--- src/rtl/adc_spi_responder.sv ---
// SPI-side stand-in for the 8-channel 12-bit serial ADC: decodes the config word and shifts back results.
// Define ADC_RESP_RAMP_EN to replace iCH_DATA with an internal ramp that advances every completed frame.
module adc_spi_responder #(
  parameter int          CONV_CYCLES = 65,
  parameter logic [5:0]  RST_CFG     = 6'b100010
) (
  input  logic        iCLK,
  input  logic        iRST_n,
  input  logic        iCS,
  input  logic        iSCLK,
  input  logic        iDIN,
  output logic        oDOUT,
  input  logic [95:0] iCH_DATA,
  output logic [5:0]  oCFG,
  output logic        oFRAME_DONE,
  output logic        oCONV_ERR
);

  // state | meaning
  // IDLE  | after reset, waiting for the first conversion request
  // CONV  | iCS high, timing the conversion
  // SHIFT | frame in progress: result out, config in
  // DONE  | frame complete, DOUT parked on bit 0 until next iCS rise
  typedef enum logic [1:0] {IDLE, CONV, SHIFT, DONE} state_t;

  localparam int CW = $clog2(CONV_CYCLES + 1);

  state_t        state, state_nxt;
  logic [2:0]    cs_sync, sclk_sync;
  logic [1:0]    din_sync;
  logic          cs_rise, cs_fall, sclk_rise, sclk_fall;
  logic [CW-1:0] conv_cnt;
  logic [5:0]    cfg_shift;
  logic [2:0]    rise_cnt;
  logic [3:0]    fall_cnt;
  logic [11:0]   shift_reg;
  logic [11:0]   sample, load_word;
  logic          conv_short, enter_shift, enter_done;

  always_ff @(posedge iCLK or negedge iRST_n) begin
    if (!iRST_n) begin
      cs_sync   <= '0;
      sclk_sync <= '0;
      din_sync  <= '0;
    end else begin
      cs_sync   <= {cs_sync[1:0], iCS};
      sclk_sync <= {sclk_sync[1:0], iSCLK};
      din_sync  <= {din_sync[0], iDIN};
    end
  end

  assign cs_rise   =  cs_sync[1]   & ~cs_sync[2];
  assign cs_fall   = ~cs_sync[1]   &  cs_sync[2];
  assign sclk_rise =  sclk_sync[1] & ~sclk_sync[2];
  assign sclk_fall = ~sclk_sync[1] &  sclk_sync[2];

  always_ff @(posedge iCLK or negedge iRST_n) begin
    if (!iRST_n) state <= IDLE;
    else         state <= state_nxt;
  end

  // iCS rise has priority over any SCLK edge, aborting an unfinished frame
  always_comb begin
    state_nxt = state;
    if (cs_rise) begin
      state_nxt = CONV;
    end else begin
      case (state)
        CONV:    if (cs_fall) state_nxt = SHIFT;
        SHIFT:   if (sclk_fall && fall_cnt == 4'd10) state_nxt = DONE;
        default: state_nxt = state;
      endcase
    end
  end

`ifdef ADC_RESP_RAMP_EN
  logic [11:0] ramp;
  always_ff @(posedge iCLK or negedge iRST_n) begin
    if (!iRST_n)         ramp <= '0;
    else if (enter_done) ramp <= ramp + 12'd1;
  end
`endif

  always_comb begin
    enter_shift = (state == CONV)  && (state_nxt == SHIFT);
    enter_done  = (state == SHIFT) && (state_nxt == DONE);
    conv_short  = conv_cnt < CW'(CONV_CYCLES);
`ifdef ADC_RESP_RAMP_EN
    sample = ramp;
`else
    sample = 12'(iCH_DATA >> (32'(oCFG[4:2]) * 32'd12));
`endif
    // bipolar mode converts offset binary to two's complement
    if (conv_short)   load_word = 12'h000;
    else if (oCFG[1]) load_word = sample;
    else              load_word = sample ^ 12'h800;
  end

  // conv_cnt starts at 1 so an iCS high of exactly CONV_CYCLES clocks is valid
  always_ff @(posedge iCLK or negedge iRST_n) begin
    if (!iRST_n) begin
      conv_cnt    <= '0;
      cfg_shift   <= '0;
      rise_cnt    <= '0;
      fall_cnt    <= '0;
      shift_reg   <= '0;
      oDOUT       <= 1'b0;
      oCFG        <= RST_CFG;
      oFRAME_DONE <= 1'b0;
      oCONV_ERR   <= 1'b0;
    end else begin
      oFRAME_DONE <= 1'b0;
      oCONV_ERR   <= 1'b0;
      if (cs_rise)
        conv_cnt <= CW'(1);
      else if (state == CONV && conv_short)
        conv_cnt <= conv_cnt + CW'(1);

      if (state_nxt == CONV) begin
        oDOUT <= 1'b0;
      end else if (enter_shift) begin
        shift_reg <= load_word;
        oDOUT     <= load_word[11];
        rise_cnt  <= '0;
        fall_cnt  <= '0;
        cfg_shift <= '0;
        oCONV_ERR <= conv_short;
      end else if (state == SHIFT) begin
        if (sclk_rise && rise_cnt < 3'd6) begin
          cfg_shift <= {cfg_shift[4:0], din_sync[1]};
          rise_cnt  <= rise_cnt + 3'd1;
        end
        if (sclk_fall) begin
          shift_reg <= {shift_reg[10:0], 1'b0};
          oDOUT     <= shift_reg[10];
          fall_cnt  <= fall_cnt + 4'd1;
        end
        if (enter_done) begin
          if (rise_cnt == 3'd6) oCFG <= cfg_shift;
          oFRAME_DONE <= 1'b1;
        end
      end
    end
  end

endmodule

--- config.mk ---
export PLATFORM = sky130hd
export DESIGN_NAME = adc_spi_responder
export DESIGN_NICKNAME = d
export VERILOG_FILES = /design/src/rtl/adc_spi_responder.sv
export SDC_FILE = /design/constraint.sdc
export NUM_CORES = 1
export LEC_CHECK = 0
export ABC_AREA = 1
export CORE_UTILIZATION = 35
export CTS_CLUSTER_SIZE = 40
export DETAILED_ROUTE_END_ITERATION = 6
export HOLD_SLACK_MARGIN = 0.1
export PLACE_DENSITY = 0.61
export SYNTH_ARGS = -nofsm -noshare
export SYNTH_HDL_FRONTEND = slang
export SYNTH_SLANG_ARGS = --single-unit
--- constraint.sdc ---
create_clock -name iCLK -period 3.6 [get_ports iCLK]
set_input_delay 0.54 -clock iCLK [delete_from_list [all_inputs] [get_ports iCLK]]
set_output_delay 0.54 -clock iCLK [all_outputs]
set_load 0.01 [all_outputs]
**Run 1: metal 1**

(4 px per µm) Supply wires on this layer in gray.
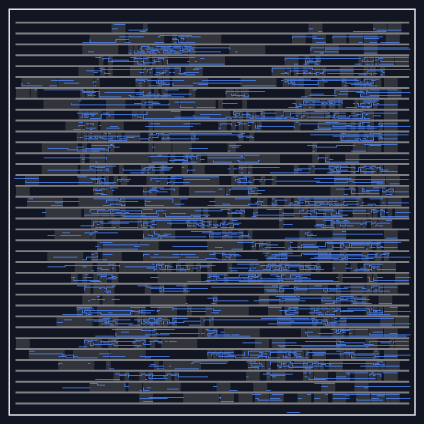
- nets with wire on the layer: 630
- wire length on this layer: 4600 µm
- longest straight run: 30.8 µm

**Run 1: signal wires on met2**

(4 px per µm)
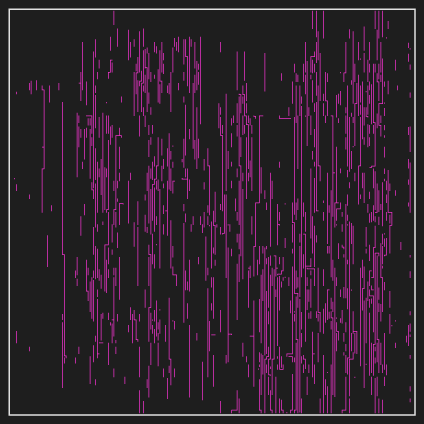
- wire length on this layer: 4410 µm
- share of all routed wire: 44%
- longest straight run: 42.7 µm
- nets with wire on the layer: 530
total routed wirelength: 9932 µm
met2 usage: 33.75%
vias: 3494

==> impl_metrics.csv, run 1 <==
group,metric,value,unit
finish,layout_top_cell,"nand2_1",
setup_path,path_buffers,1,
synthesis,synthCells,505,
setup_path,worstPathArrival,1.90,ns
floorplan,core_area,9371,µm²
setup_path,critical_path.top_delay_family,"flip-flops",
synthesis,synth_area,3436,µm²
route,firstDrtPassIters,4,
floorplan,pin_count,110,
timing,max_clock_freq,410.5,MHz
floorplan,chipArea,10220,µm²
setup_path,path_cells,"clkdlybuf4s50_1",
synthesis,syn_area_per_cell,6.804,µm²
cts,clock_sinks,50,
finish,sh_seq_area,26.68,%
setup_path,critPathRequiredTime,3.06,ns
timing,hold_viol,0,
timing,max_slew_margin,43.60,%
route,drtIter0Drc,176,
cts,clk_path_buf_depth,2,
synthesis,ys_chip_area,3436,µm²
power,total_power,2.118,mW
synthesis,edf_count,0,
timing,setup_tns,0,ns
setup_path,worst-setup-path-type,"flip-flop to output port",
route,avgRoutedWirePerCell,13.59,µm
synthesis,ys_seq_share,36.49,%
finish,sh_comb_area,40.00,%
route,routed_via_density,4.780,
setup_path,reg2reg_from,"state[0]$_DFF_PN0_",
run,warnings,30,
run,maxCapViolations,0,
cts,cts_made_buffers,5,
finish,design_area,4698,µm²
global_routing,grt_max_degree,49,
floorplan,dieWidth,101.1,µm
timing,rsz0062_at_grt,"no",
synthesis,synth.top_cell.area_share,34.96,%
floorplan,rows,35,
synthesis,yosys_warnings,0,
route,drc_errors,0,
timing,finalCriticalPeriod,2.436,ns
floorplan,die_y,101.1,µm
timing,worst_slew_pin_slew,0.8460,ns
global_routing,grt_pass1_wl,16360,µm
placement,post-place-ws,1.486,ns
cts,cts_tree,"done",
synthesis,yosys_most_used_dff,"dfrtp_1",
synthesis,ys_cells,505,
placement,dp_hpwl,7360,µm
finish,largest_class,"logic gates",
cts,h-tree-depth,2,
global_routing,track_usage,20.28,%
finish,area.sequential,1254,µm²
power,power.density,450.8,nW/µm²
finish,largest_register_ffs,11,
outcome,status,"completed",
finish,num-multi-input-gates,391,
floorplan,fp-utilization,36.66,%
setup_path,cp-start-kind,"flip-flop",
cts,hold_buffers,0,
global_routing,antenna_found_initial,0,
placement,portBuffers,109,
synthesis,synth_flop_count,50,
placement,place.gp.congestion,0.8534,
finish,num-clock-buffers,5,
timing,setup_violations,0,
finish,final-comb-area,1879,µm²
finish,buffers,113,
floorplan,n_tap_cell,129,
synthesis,synth_cell_type_count,31,
synthesis,async_flop_share,100.0,%
finish,antenna-diode-count,0,
global_routing,grt_pass1_vias,3323,
placement,place_area,4561,µm²
cts,clock_latency,0.31,ns
finish,bufAreaShareNonClock,23.75,%
setup_path,endpoint_kind,"output port",
finish,fillerInstances,986,
finish,lay_top_cells,"nand2_1 (172), clkdlybuf4s50_1 (108), nand3_1 (62)",
synthesis,synthesis.nets,614,
cts,cts_setup_buffers,0,
timing,finalMaxSlewViolations,0,
route,ant_nets,0,
setup_path,critPathMaxFanout,28,
timing,fin_ws,1.164,ns
cts,path_clk_slew,0.09,ns
finish,seq_cell_count,50,
finish,inv_count,40,
setup_path,cpPeakStageDelay,0.90,ns
cts,cts_resized,0,
finish,syn2layout_area_growth,36.74,%
timing,min_period_over_period,67.68,%
synthesis,yosysTopAreaCell,"dfrtp_1",
power,p_leak,2.239,nW
global_routing,grt-ovfl-total,0,
setup_path,startpoint,"oCFG[2]$_DFFE_PN0P_",
finish,layout-drive-gt1-share,7.973,%
finish,clock_cell_area_share,2.929,%
worst_hold_path,worstHoldPathType,"input port to async pin",
timing,finClkSkew,0.009226,ns
setup_path,slowest_stage,"dfrtp_1",
power,max-vdd-ir-drop,325.8,µV
finish,fin_nets,710,
synthesis,top_cells_by_area,"dfrtp_1 (35%), nand2_1 (19%), nand3_1 (9.0%)",
cts,cts-root-buf,"clkbuf_8",
**Run 1: signal wires on met3**

(6 px per µm)
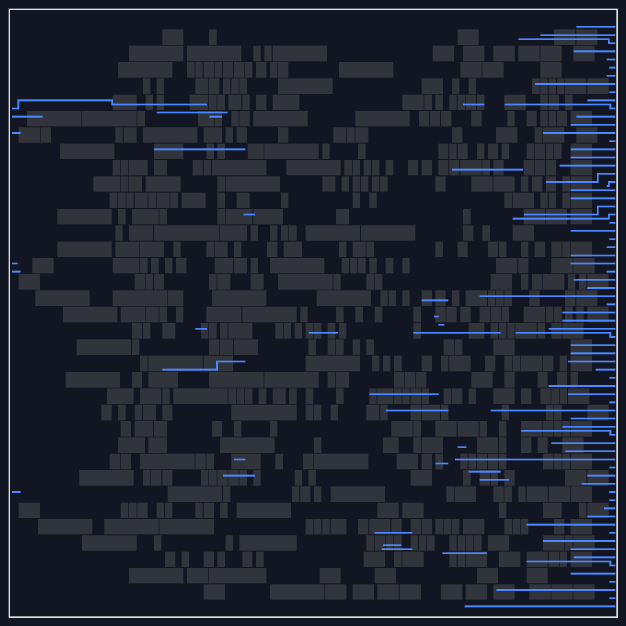
- longest straight run: 26.4 µm
- wire length on this layer: 755 µm

**Run 1: clock network drawn from the DEF**

(3 px per µm)
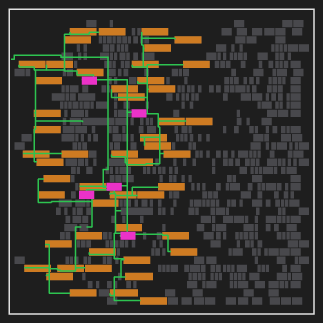
- green: clock wires (length 656 µm)
- orange: flip-flops (count 50)
- magenta: cells driving clock nets (count 5)
- routed clock nets: 6

-- run 1: worst paths after layout --
kind	endpoint	depth (start not counted)	slack (ns)
max in group asynchronous	oCFG[1]$_DFFE_PN1P_	2	2.62
min in group iCLK	din_sync[1]$_DFF_PN0_	0	0.35
hold / removal	cs_sync[0]$_DFF_PN0_	1	0.18
setup / recovery	oCFG[2]	1	1.16
hold reg to reg	din_sync[1]$_DFF_PN0_	0	0.35
setup reg to reg	cfg_shift[2]$_DFFE_PN0P_	11	1.46
-- run 1: routing by layer --
layer  up-vias  share of wire (%)  GRT usage [%]
li1       1792                  -              -
met1      1572                 46          27.10
met2       118                 44          33.75
met3        12                7.6          3.121
met4         0                1.7          6.020
met5         -                  0              0
-- run 1: synthesized netlist by cell type (5+ instances only) --
| cell | number |
|---|---|
| buf_2 | 10 |
| nand4_1 | 7 |
| dfrtp_1 | 48 |
| o21ai_1 | 6 |
| clkbuf_1 | 6 |
| nand2_1 | 172 |
| nor2_1 | 55 |
| o21ai_0 | 26 |
| inv_1 | 37 |
| a21oi_1 | 13 |
| nand3_1 | 62 |
| nand2_2 | 17 |
| xor2_1 | 5 |
| ha_1 | 8 |
| nand2_4 | 5 |
-- run 1: per-stage QoR --
step / util, % / hold slack [ns] / instances
final: 50.13 / 0.1843 / 731
after global placement: 48.66 / 0.3336 / 723
after floorplan: - / 0.2444 / 505
after CTS: 50.13 / 0.1985 / 731
after global routing: 50.13 / 0.2237 / 731
after detailed placement: 48.66 / 0.3358 / 723
-- run 1: power breakdown --
group          internal (mW)  switching [mW]
Sequential             0.680          0.0918
Combinational          0.349           0.527
Clock                  0.278           0.192
-- run 1: logic make-up after synthesis --
group	share of synthesized area [%]
buf+inv	8.813
xor+xnor	1.275
fa+ha+maj	2.913
simple gates	41.81
flops	36.49
compound gates	8.704
**Run 1: track usage over the die**

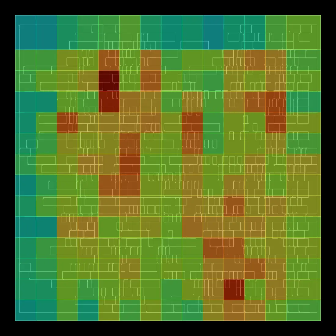

==> run 2, diff against run 1 <==
--- a/config.mk
+++ b/config.mk
@@ -10,7 +10,7 @@
 export CTS_CLUSTER_SIZE = 40
 export DETAILED_ROUTE_END_ITERATION = 6
 export HOLD_SLACK_MARGIN = 0.1
-export PLACE_DENSITY = 0.61
+export PLACE_DENSITY = 0.64
 export SYNTH_ARGS = -nofsm -noshare
 export SYNTH_HDL_FRONTEND = slang
 export SYNTH_SLANG_ARGS = --single-unit
==> constraint.sdc (replaced) <==
create_clock -name iCLK -period 2.15 [get_ports iCLK]
set_input_delay 0.3225 -clock iCLK [delete_from_list [all_inputs] [get_ports iCLK]]
set_output_delay 0.3225 -clock iCLK [all_outputs]
set_load 0.01 [all_outputs]
**Run 2: track usage over the die**

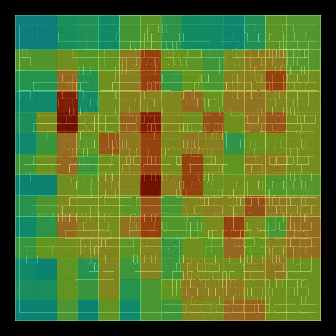
met3 usage: 4.230%
Global Route Usage Sum: 19.55%
GRT Max-Usage Layer: met2
Avg WL per Cell: 13.55 µm

==> run 2 against run 1 <==
  * Non-clock buffer count rose by 6
  * Critical path depth rose by 11
  * Largest power group unchanged
  * Critical endpoint is now shift_reg[10]$_DFFE_PN0P_
  * First-iteration DRC count fell by 13%
==> impl_metrics.csv, run 2 <==
group,metric,value,unit
placement,dp_hpwl,7352,µm
run,maxCapViolations,0,
power,power.density,733.7,nW/µm²
synthesis,ys_seq_share,36.49,%
synthesis,synth_flop_count,50,
cts,cts_setup_buffers,0,
timing,finalMaxSlewViolations,0,
finish,antenna-diode-count,0,
floorplan,dieWidth,101.1,µm
synthesis,synth_area,3436,µm²
cts,h-tree-depth,2,
cts,path_clk_slew,0.09,ns
synthesis,top_cells_by_count,"nand2_1 (172), nand3_1 (62), nor2_1 (55)",
setup_path,critPathMaxFanout,21,
floorplan,pin_count,110,
timing,finalCriticalPeriod,1.962,ns
synthesis,synth-xor-area-share,1.275,%
setup_path,cp-start-kind,"flip-flop",
floorplan,chipArea,10220,µm²
timing,rsz0062_at_grt,"no",
finish,lay_top_cells,"nand2_1 (172), clkdlybuf4s50_1 (108), nand3_1 (62)",
cts,clock_latency,0.31,ns
timing,setup_tns,0,ns
setup_path,worstPathArrival,2.16,ns
placement,portBuffers,109,
finish,utilization,51.16,%
setup_path,critical_path.top_delay_family,"simple AND/OR/NAND/NOR gates",
route,drtIter0Drc,153,
floorplan,core_area,9371,µm²
synthesis,synthTopLogicFamily,"simple AND/OR/NAND/NOR gates",
setup_path,path_cells,"inv_1 > ha_1 > inv_1 > nand2_1 > nand2_1 > nand2_2 > nor2_4 > nand2_8 > nand2_4 > nand2_8 > nand2_1 > nand2_1",
finish,final-comb-area,1918,µm²
cts,cts_made_buffers,5,
synthesis,fa_ha_area_share,2.913,%
timing,worst_slew_pin_slew,0.5196,ns
global_routing,grt_pass1_wl,15900,µm
synthesis,synth.top_cell.area_share,34.96,%
finish,fin_nets,717,
global_routing,antenna_found_initial,0,
synthesis,syn_area_per_cell,6.804,µm²
power,max-vdd-ir-drop,535.0,µV
finish,syn2layout_area_growth,39.55,%
setup_path,path_buffers,2,
power,p_leak,2.261,nW
cts,clock_sinks,50,
finish,instances_no_fill,738,
cts,clk_path_buf_depth,2,
synthesis,synthCells,505,
route,drc_errors,0,
worst_hold_path,worstHoldPathType,"flip-flop to flip-flop",
global_routing,grt_max_degree,50,
placement,dp.cells,728,
floorplan,rows,35,
finish,layout_top_cell,"nand2_1",
synthesis,yosysTopAreaCell,"dfrtp_1",
finish,layout-drive-gt1-share,9.195,%
finish,area.sequential,1254,µm²
outcome,status,"completed",
timing,min_period_over_period,91.24,%
setup_path,cp.depth,12,
finish,largest_register_ffs,11,
synthesis,synthesis.nets,614,
run,warnings,30,
timing,max_slew_margin,65.36,%
synthesis,async_flop_share,100.0,%
route,routed_via_density,4.809,
synthesis,ys_cells,505,
synthesis,top_cells_by_area,"dfrtp_1 (35%), nand2_1 (19%), nand3_1 (9.0%)",
cts,cts_tree,"done",
worst_hold_path,holdPathStages,0,
**Run 2: metal 1**

(4 px per µm) Supply wires on this layer in gray.
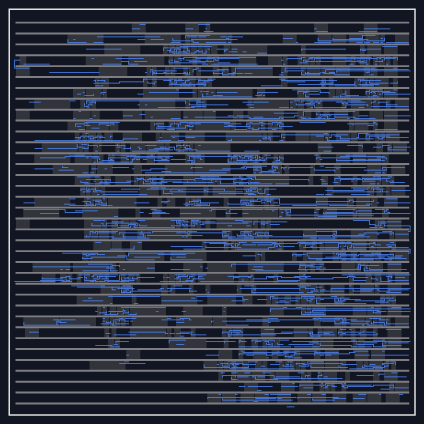
- longest straight run: 35.0 µm
- nets with wire on the layer: 627
global routing met1 resource utilization: 26.44%
total routed wirelength: 9999 µm
vias: 3549

[run 2: report_power, final]
part | switching [mW] | internal, mW
sequential | 0.158 | 1.14
combinational | 0.956 | 0.628
clock | 0.311 | 0.325
total | 1.43 | 2.09
[run 2: cell type report]
type	instances	share of cell area, %
flip-flops and latches	50	26.15
inverters	40	3.132
well taps	129	3.366
multi-input cells	392	40.01
clock buffers	8	2.296
repair buffers	119	25.05
[run 2: worst paths after layout]
kind / start / to / slack [ns]
hold / removal: din_sync[0]$_DFF_PN0_ / din_sync[1]$_DFF_PN0_ / 0.35
setup / recovery: state[0]$_DFF_PN0_ / shift_reg[10]$_DFFE_PN0P_ / 0.19
max in group asynchronous: iRST_n / oCFG[3]$_DFFE_PN0P_ / 1.09
setup reg to reg: state[0]$_DFF_PN0_ / shift_reg[10]$_DFFE_PN0P_ / 0.19
hold reg to reg: din_sync[0]$_DFF_PN0_ / din_sync[1]$_DFF_PN0_ / 0.35
min in group asynchronous: iRST_n / sclk_sync[1]$_DFF_PN0_ / 0.52
[run 2: metal layers]
metal	track usage (%)	wire length [µm]	vias up	part of all wire, %
met2	32.44	4481	108	45
met5	0	0	-	0
met3	4.230	771	5	7.7
met1	26.44	4685	1631	47
li1	-	-	1805	-
met4	3.344	61	0	0.61
[run 2: stage by stage]
stage	setup slack, ns	hold WS, ns	total power, mW	cell area (µm²)
floorplan	0.3815	0.02691	2.395	3436
global placement	0.1988	0.3248	2.760	4636
detailed placement	0.1348	0.3340	2.796	4636
CTS	0.1111	0.3562	3.445	4756
global route	0.009391	0.3660	3.792	4795
finish	0.1884	0.3543	3.518	4795
[run 2: repair_timing]
| action | CTS | global route |
|---|---|---|
| gates resized | 0 | 5 |
| hold endpoints to repair | 19 | 0 |
| setup endpoints to repair | 0 | 20 |
| hold buffers | 1 | 0 |
Power and IR drop assume default switching activity.
